--- src/rtl/noun_loader_pkg.sv ---
// noun_loader_pkg: shared encodings for the noun loader front-end.
// Readback verification states exist only when NOUN_LOADER_READBACK_EN is defined.
package noun_loader_pkg;

    localparam int         NL_ADDR_W     = 10;
    localparam int         NL_DATA_W     = 64;
    localparam int         NL_MAX_ADDR   = 1023;
    localparam logic [1:0] NL_FUNC_WRITE = 2'b01;
    localparam logic [1:0] NL_FUNC_READ  = 2'b00;

    localparam logic [1:0] ERR_NONE     = 2'd0;
    localparam logic [1:0] ERR_OVF      = 2'd1;
    localparam logic [1:0] ERR_MISMATCH = 2'd2;

    typedef enum logic [3:0] {
        S_IDLE,
        S_ACCEPT,
        S_WRITE,
        S_WAIT_MEM,
        S_START,
        S_RUN,
        S_ERROR
`ifdef NOUN_LOADER_READBACK_EN
        ,
        S_VERIFY,
        S_VERIFY_WAIT
`endif
    } loader_state_t;

    typedef enum logic [1:0] {
        REQ_IDLE,
        REQ_MASK,
        REQ_WAIT
    } req_state_t;

endpackage

--- src/rtl/noun_loader_mem_req_ctrl.sv ---
// mem_req_ctrl: issues a single-cycle memory strobe, ignores mem_ready while
// the memory is still reporting its pre-request ready, then reports completion.
module mem_req_ctrl
    import noun_loader_pkg::*;
(
    input  logic clk,
    input  logic rst,
    input  logic i_start,
    input  logic i_memReady,
    output logic o_strobe,
    output logic o_done
);

    req_state_t r_state;
    logic       r_strobe;
    logic       r_done;

    // Strobe one cycle, skip the stale ready during the strobe cycle, then wait for ready.
    always_ff @(posedge clk) begin
        if (rst) begin
            r_state  <= REQ_IDLE;
            r_strobe <= 1'b0;
            r_done   <= 1'b0;
        end else begin
            r_done <= 1'b0;
            case (r_state)
                REQ_IDLE: begin
                    if (i_start) begin
                        r_strobe <= 1'b1;
                        r_state  <= REQ_MASK;
                    end
                end
                REQ_MASK: begin
                    r_strobe <= 1'b0;
                    r_state  <= REQ_WAIT;
                end
                REQ_WAIT: begin
                    if (i_memReady) begin
                        r_done  <= 1'b1;
                        r_state <= REQ_IDLE;
                    end
                end
                default: r_state <= REQ_IDLE;
            endcase
        end
    end

    assign o_strobe = r_strobe;
    assign o_done   = r_done;

endmodule

--- src/rtl/noun_loader.sv ---
// noun_loader: streams pre-encoded noun words into memory_unit, then launches
// mem_traversal at the root address and reports completion.
// Define NOUN_LOADER_READBACK_EN to re-read the image and check an XOR checksum
// before the traversal is started.
module noun_loader
    import noun_loader_pkg::*;
#(
    parameter int         ADDR_W     = NL_ADDR_W,
    parameter int         DATA_W     = NL_DATA_W,
    parameter int         MAX_ADDR   = NL_MAX_ADDR,
    parameter logic [1:0] FUNC_WRITE = NL_FUNC_WRITE,
    parameter logic [1:0] FUNC_READ  = NL_FUNC_READ
) (
    input  logic              clk,
    input  logic              rst,
    input  logic              load_start,
    input  logic [ADDR_W-1:0] base_addr,
    input  logic [ADDR_W-1:0] root_addr,
    input  logic              in_valid,
    output logic              in_ready,
    input  logic [DATA_W-1:0] in_data,
    input  logic              in_last,
    output logic [1:0]        mem_func,
    output logic              mem_execute,
    output logic [ADDR_W-1:0] mem_addr,
    output logic [DATA_W-1:0] mem_wdata,
    input  logic              mem_ready,
    input  logic [DATA_W-1:0] mem_rdata,
    output logic              bus_owner,
    output logic [ADDR_W-1:0] trav_start_addr,
    output logic              trav_execute,
    input  logic              trav_finished,
    output logic [ADDR_W:0]   words_loaded,
    output logic              busy,
    output logic              done,
    output logic [1:0]        err
);

    loader_state_t     r_state;
    logic [ADDR_W:0]   r_addr;
    logic [ADDR_W-1:0] r_rootAddr;
    logic [DATA_W-1:0] r_data;
    logic              r_last;
    logic [1:0]        r_memFunc;
    logic [ADDR_W-1:0] r_memAddr;
    logic [DATA_W-1:0] r_memWdata;
    logic              r_busOwner;
    logic [ADDR_W-1:0] r_travStartAddr;
    logic              r_travExecute;
    logic [ADDR_W:0]   r_wordsLoaded;
    logic              r_done;
    logic [1:0]        r_err;

    logic              w_inReady;
    logic              w_overflow;
    logic              w_reqStart;
    logic              w_reqDone;
    logic              w_strobe;

`ifdef NOUN_LOADER_READBACK_EN
    logic [ADDR_W-1:0] r_baseAddr;
    logic [ADDR_W:0]   r_verifyAddr;
    logic [DATA_W-1:0] r_checksum;
    logic [DATA_W-1:0] r_readSum;
`else
    logic              w_unusedRdata;
    assign w_unusedRdata = ^{mem_rdata, FUNC_READ};
`endif

    assign w_inReady  = (r_state == S_ACCEPT) && mem_ready;
    assign w_overflow = (r_addr > (ADDR_W + 1)'(MAX_ADDR));

`ifdef NOUN_LOADER_READBACK_EN
    assign w_reqStart = ((r_state == S_WRITE) && !w_overflow) ||
                        ((r_state == S_VERIFY) && (r_verifyAddr != r_addr));
`else
    assign w_reqStart = (r_state == S_WRITE) && !w_overflow;
`endif

    mem_req_ctrl u_memReq (
        .clk        (clk),
        .rst        (rst),
        .i_start    (w_reqStart),
        .i_memReady (mem_ready),
        .o_strobe   (w_strobe),
        .o_done     (w_reqDone)
    );

    // Main loader sequence: accept, write, wait, then launch and supervise the traversal.
    always_ff @(posedge clk) begin
        if (rst) begin
            r_state         <= S_IDLE;
            r_addr          <= '0;
            r_rootAddr      <= '0;
            r_data          <= '0;
            r_last          <= 1'b0;
            r_memFunc       <= 2'b00;
            r_memAddr       <= '0;
            r_memWdata      <= '0;
            r_busOwner      <= 1'b0;
            r_travStartAddr <= '0;
            r_travExecute   <= 1'b0;
            r_wordsLoaded   <= '0;
            r_done          <= 1'b0;
            r_err           <= ERR_NONE;
`ifdef NOUN_LOADER_READBACK_EN
            r_baseAddr      <= '0;
            r_verifyAddr    <= '0;
            r_checksum      <= '0;
            r_readSum       <= '0;
`endif
        end else begin
            r_done <= 1'b0;
            case (r_state)
                S_IDLE, S_ERROR: begin
                    if (load_start) begin
                        r_addr        <= {1'b0, base_addr};
                        r_rootAddr    <= root_addr;
                        r_wordsLoaded <= '0;
                        r_err         <= ERR_NONE;
                        r_busOwner    <= 1'b1;
                        r_state       <= S_ACCEPT;
`ifdef NOUN_LOADER_READBACK_EN
                        r_baseAddr    <= base_addr;
                        r_checksum    <= '0;
                        r_readSum     <= '0;
`endif
                    end
                end
                S_ACCEPT: begin
                    if (in_valid && w_inReady) begin
                        r_data  <= in_data;
                        r_last  <= in_last;
                        r_state <= S_WRITE;
                    end
                end
                S_WRITE: begin
                    if (w_overflow) begin
                        r_err      <= ERR_OVF;
                        r_busOwner <= 1'b0;
                        r_state    <= S_ERROR;
                    end else begin
                        r_memFunc  <= FUNC_WRITE;
                        r_memAddr  <= r_addr[ADDR_W-1:0];
                        r_memWdata <= r_data;
`ifdef NOUN_LOADER_READBACK_EN
                        r_checksum <= r_checksum ^ r_data;
`endif
                        r_state    <= S_WAIT_MEM;
                    end
                end
                S_WAIT_MEM: begin
                    if (w_reqDone) begin
                        r_wordsLoaded <= r_wordsLoaded + 1'b1;
                        r_addr        <= r_addr + 1'b1;
                        if (r_last) begin
`ifdef NOUN_LOADER_READBACK_EN
                            r_verifyAddr <= {1'b0, r_baseAddr};
                            r_state      <= S_VERIFY;
`else
                            r_busOwner   <= 1'b0;
                            r_state      <= S_START;
`endif
                        end else begin
                            r_state <= S_ACCEPT;
                        end
                    end
                end
`ifdef NOUN_LOADER_READBACK_EN
                S_VERIFY: begin
                    if (r_verifyAddr == r_addr) begin
                        r_busOwner <= 1'b0;
                        if (r_readSum != r_checksum) begin
                            r_err   <= ERR_MISMATCH;
                            r_state <= S_ERROR;
                        end else begin
                            r_state <= S_START;
                        end
                    end else begin
                        r_memFunc <= FUNC_READ;
                        r_memAddr <= r_verifyAddr[ADDR_W-1:0];
                        r_state   <= S_VERIFY_WAIT;
                    end
                end
                S_VERIFY_WAIT: begin
                    if (w_reqDone) begin
                        r_readSum    <= r_readSum ^ mem_rdata;
                        r_verifyAddr <= r_verifyAddr + 1'b1;
                        r_state      <= S_VERIFY;
                    end
                end
`endif
                S_START: begin
                    r_travStartAddr <= r_rootAddr;
                    r_travExecute   <= 1'b1;
                    r_state         <= S_RUN;
                end
                S_RUN: begin
                    if (trav_finished) begin
                        r_travExecute <= 1'b0;
                        r_done        <= 1'b1;
                        r_state       <= S_IDLE;
                    end
                end
                default: r_state <= S_IDLE;
            endcase
        end
    end

    assign in_ready        = w_inReady;
    assign mem_func        = r_memFunc;
    assign mem_execute     = w_strobe;
    assign mem_addr        = r_memAddr;
    assign mem_wdata       = r_memWdata;
    assign bus_owner       = r_busOwner;
    assign trav_start_addr = r_travStartAddr;
    assign trav_execute    = r_travExecute;
    assign words_loaded    = r_wordsLoaded;
    assign busy            = (r_state != S_IDLE);
    assign done            = r_done;
    assign err             = r_err;

endmodule
--- config.mk ---
export PLATFORM = sky130hd
export DESIGN_NAME = noun_loader
export DESIGN_NICKNAME = d
export VERILOG_FILES = /design/src/rtl/noun_loader_pkg.sv /design/src/rtl/noun_loader_mem_req_ctrl.sv /design/src/rtl/noun_loader.sv
export SDC_FILE = /design/constraint.sdc
export NUM_CORES = 1
export LEC_CHECK = 0
export ABC_AREA = 0
export CAP_MARGIN = 20
export CELL_PAD_IN_SITES_DETAIL_PLACEMENT = 0
export CELL_PAD_IN_SITES_GLOBAL_PLACEMENT = 1
export CORE_MARGIN = 2
export CORE_UTILIZATION = 35
export CTS_CLUSTER_DIAMETER = 80
export DETAILED_ROUTE_END_ITERATION = 12
export GPL_TIMING_DRIVEN = 1
export MAX_ROUTING_LAYER = met4
export PLACE_DENSITY_LB_ADDON = 0.1
export SYNTH_ARGS = -nofsm -noshare
export SYNTH_HDL_FRONTEND = slang
export SYNTH_SLANG_ARGS = --single-unit
--- constraint.sdc ---
create_clock -name clk -period 3.1 [get_ports clk]
set_clock_uncertainty 0.1 [all_clocks]
set_input_delay 0.62 -clock clk [delete_from_list [all_inputs] [get_ports clk]]
set_output_delay 0.62 -clock clk [all_outputs]
set_load 0.005 [all_outputs]
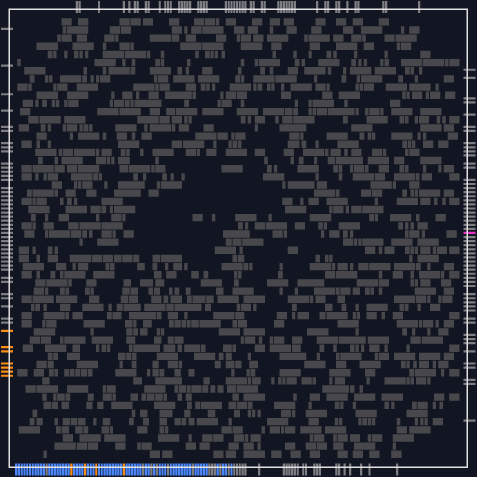
(pin placement)
(3 px per um) Pins as bars across the die edge, other pins in grey.
| colour | port | pins | direction | edge |
|---|---|---|---|---|
| magenta | in_last | 1 | input | right |
| blue | mem_rdata | 64 | input | bottom |
| orange | words_loaded | 11 | output | 7 left, 4 bottom |
all pins by edge: 103 bottom, 56 right, 52 top, 49 left

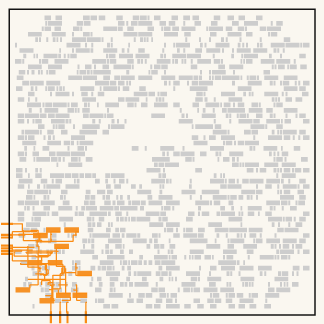
(nets reached from selected ports)
(2 px per um)
| colour | port | bits | direction | edge | end cells | buffers | wire |
|---|---|---|---|---|---|---|---|
| orange | words_loaded | 11 | output | 7 left, 4 bottom | 11 | 11 | 532 um |

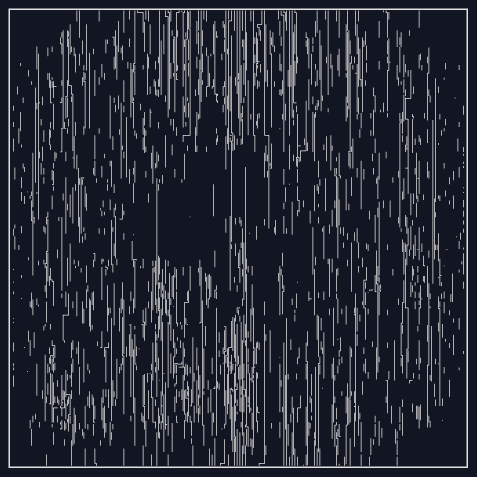
(met2 routing)
(3 px per um)
main direction: vertical
share of all routed wire: 44%
longest straight run: 55.1 um

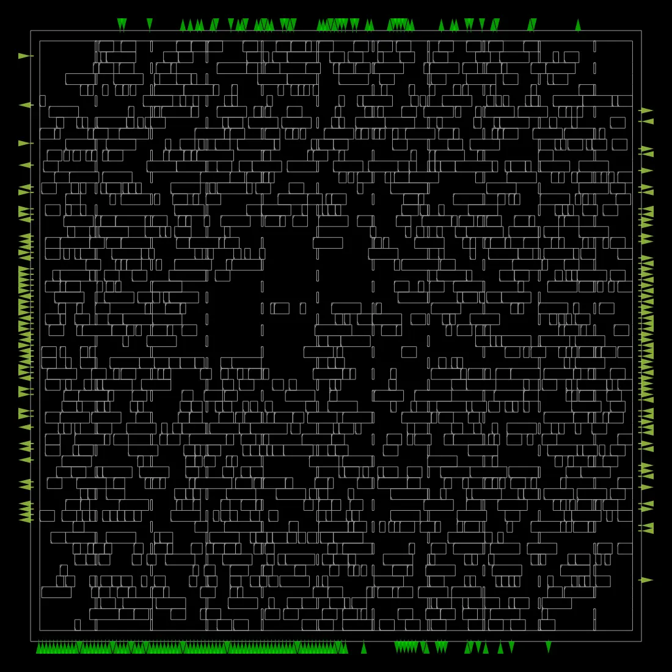
(cell outlines without signal wires)
# rows: 54
flop count: 193

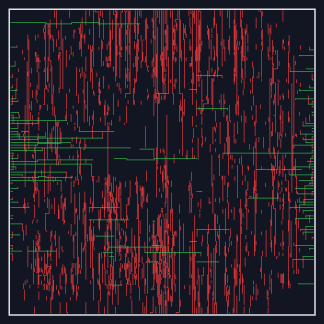
(wiring by layer)
(2 px per um) Two of the layers only.
| colour | layer | wire length |
|---|---|---|
| green | metal 3 | 1160 um |
| red | metal 2 | 8790 um |

==> changes_impl.md <==
### Physical design

* Top_reg_cell synth: dfxtp_1
* Fin nets at 1226
* Post-Syn Area per Cell at 8.45 um2
* Cell Area, Placed at 9800 um2
* Post-CTS sizing at 0
* Req. time, crit path at 2.38 ns
* Non-Filler Cell Area, Final at 10400 um2
* Number of max-cap violations at 0
* Placed Instances at 1330
* Crit path largest cell delay at 0.58 ns
* First-pass GRT wire length at 32.4 mm
* Port buffer count at 193
* Setup WS post-layout at 0.342 ns
* CTS Buf Count at 17
* Simple share at 0.220
* Most frequent CP cell: clkdlybuf4s50_1
* #FFs+latches synth at 193
* Vias per inst at 4.78
* Clock root buffer: clkbuf_16
* Seq pwr share at 0.504
* Yosys chip area at 7680 um2
* FF-to-FF Start: r_state[2]$_SDFFE_PP0P_
* CTS clk-pin slew, worst paths at 0.07 ns
* Setup TNS at 0 ns
* CTS hold repair buffers at 0
* Mapped cell area at 7680 um2
* Met2 GRT Util at 0.269
* Tmin final at 2.76 ns
* Fmax at 363 MHz
* Seq share, synth at 0.503
* RSZ-0062 raised after global routing: no
* Comb area leader: simple AND/OR/NAND/NOR gates
* Hold Path Stages at 2
* Metal3 WL at 1.16 mm
* Clk sinks at 193
* Cell Chain, Critical Path: clkdlybuf4s50_1, and4bb_2, clkdlybuf4s50_1
* Synth top area share at 0.503
* IO Count at 260
* Critical path origin: mem_ready
* Synth warn at 0
* Die area at 23200 um2
* Area Growth Syn to Fin at 34.7%
* WHS at 0.354 ns
* Leakage power at 3.42 nW
* EDFF count, synth at 0
* CTS tree: built
* HP Class: register to register
* Flop2flop setup slack at 0.94 ns
* M1 WL at 9.80 mm
* Final count of negative-setup-slack endpoints at 0
* Adder Area Share at 0.00326
* Met2 WL at 8.79 mm
* Met1 Use GR at 0.231
* Pin count of the biggest net entering global routing at 150
* Mux share at 0.111
* Pre-CTS WS at 0.323 ns
* Hold Path Origin: mem_wdata[60]$_SDFFE_PP0P_
* CP max-delay cell: clkdlybuf4s50_1
* Most frequent cell after synthesis: nand2_1
* H-tree depth at 4
* CP Capture Type: primary output
* CP max FO at 4
* DP Wirelength at 12.6 mm
* Drt first-iter violations at 302
* Worst Setup EP: in_ready
* Total routed wirelength at 20.0 mm
* Detailed Routing Iterations Pass 1 at 4
* Status: finished, final reports clean
* Vias in the first global route at 6122
* Worst Path Arrival at 2.04 ns
* Top cells by count: 320 x nand2_1, 193 x dfxtp_1, 99 x a21oi_1
* R2R depth at 5
* Gr usage total at 0.176
* XOR Share, Synth at 0.00326
* Most frequent cells in the layout: 319 x nand2_1, 193 x dfxtp_1, 192 x clkdlybuf4s50_1
* Sw Pwr at 1.31 mW
* Aoi share at 0.110
* Power share of the combinational group at 0.083
* Core area at 21700 um2
* Sw frac at 0.257
* Initial antenna violation count at 1
* Slew HR at 0.547
* Die Wd at 152 um
* DRC errors left at 0
* Met3 Usage GRT at 0.0461
* Hold worst-path end: mem_wdata[60]$_SDFFE_PP0P_
* Post-synth top area cell: dfxtp_1
* Distinct cells, synth at 55
* Worst-case clock buffer depth at 2
* Syn Inst Count at 909
* Commonest Layout Cell: nand2_1
* Crit path launch type: input port
* Clk latency late pin at 0.43 ns
* GRT overflow at 0
-- power groups by stage --
stage	registers [mW]	clock network (mW)	logic, mW
after CTS	2.57	2.17	0.432
after floorplan	2.61	0	0.234
final	2.57	2.11	0.423
after detailed placement	2.63	0	0.430
after global placement	2.63	0	0.429
after global routing	2.58	2.28	0.468
-- layout make-up --
| type | count | area [um2] |
|---|---|---|
| antenna | 1 | 2.50 |
| inverter | 5 | 21.3 |
| clock buffer | 17 | 425 |
| fill | 2168 | 11300 |
| multi-input combinational | 644 | 3460 |
| clock inverter | 13 | 123 |
| sequential | 193 | 3860 |
| tap | 280 | 350 |
| timing repair buffer | 208 | 2100 |
-- worst max-delay path: cells and delay by family --
family / cells / cell delay, ns
and+or+nand+nor: 1 / 0.32
buffers and inverters: 2 / 1.09
Power is estimated from default activity; no workload was simulated.
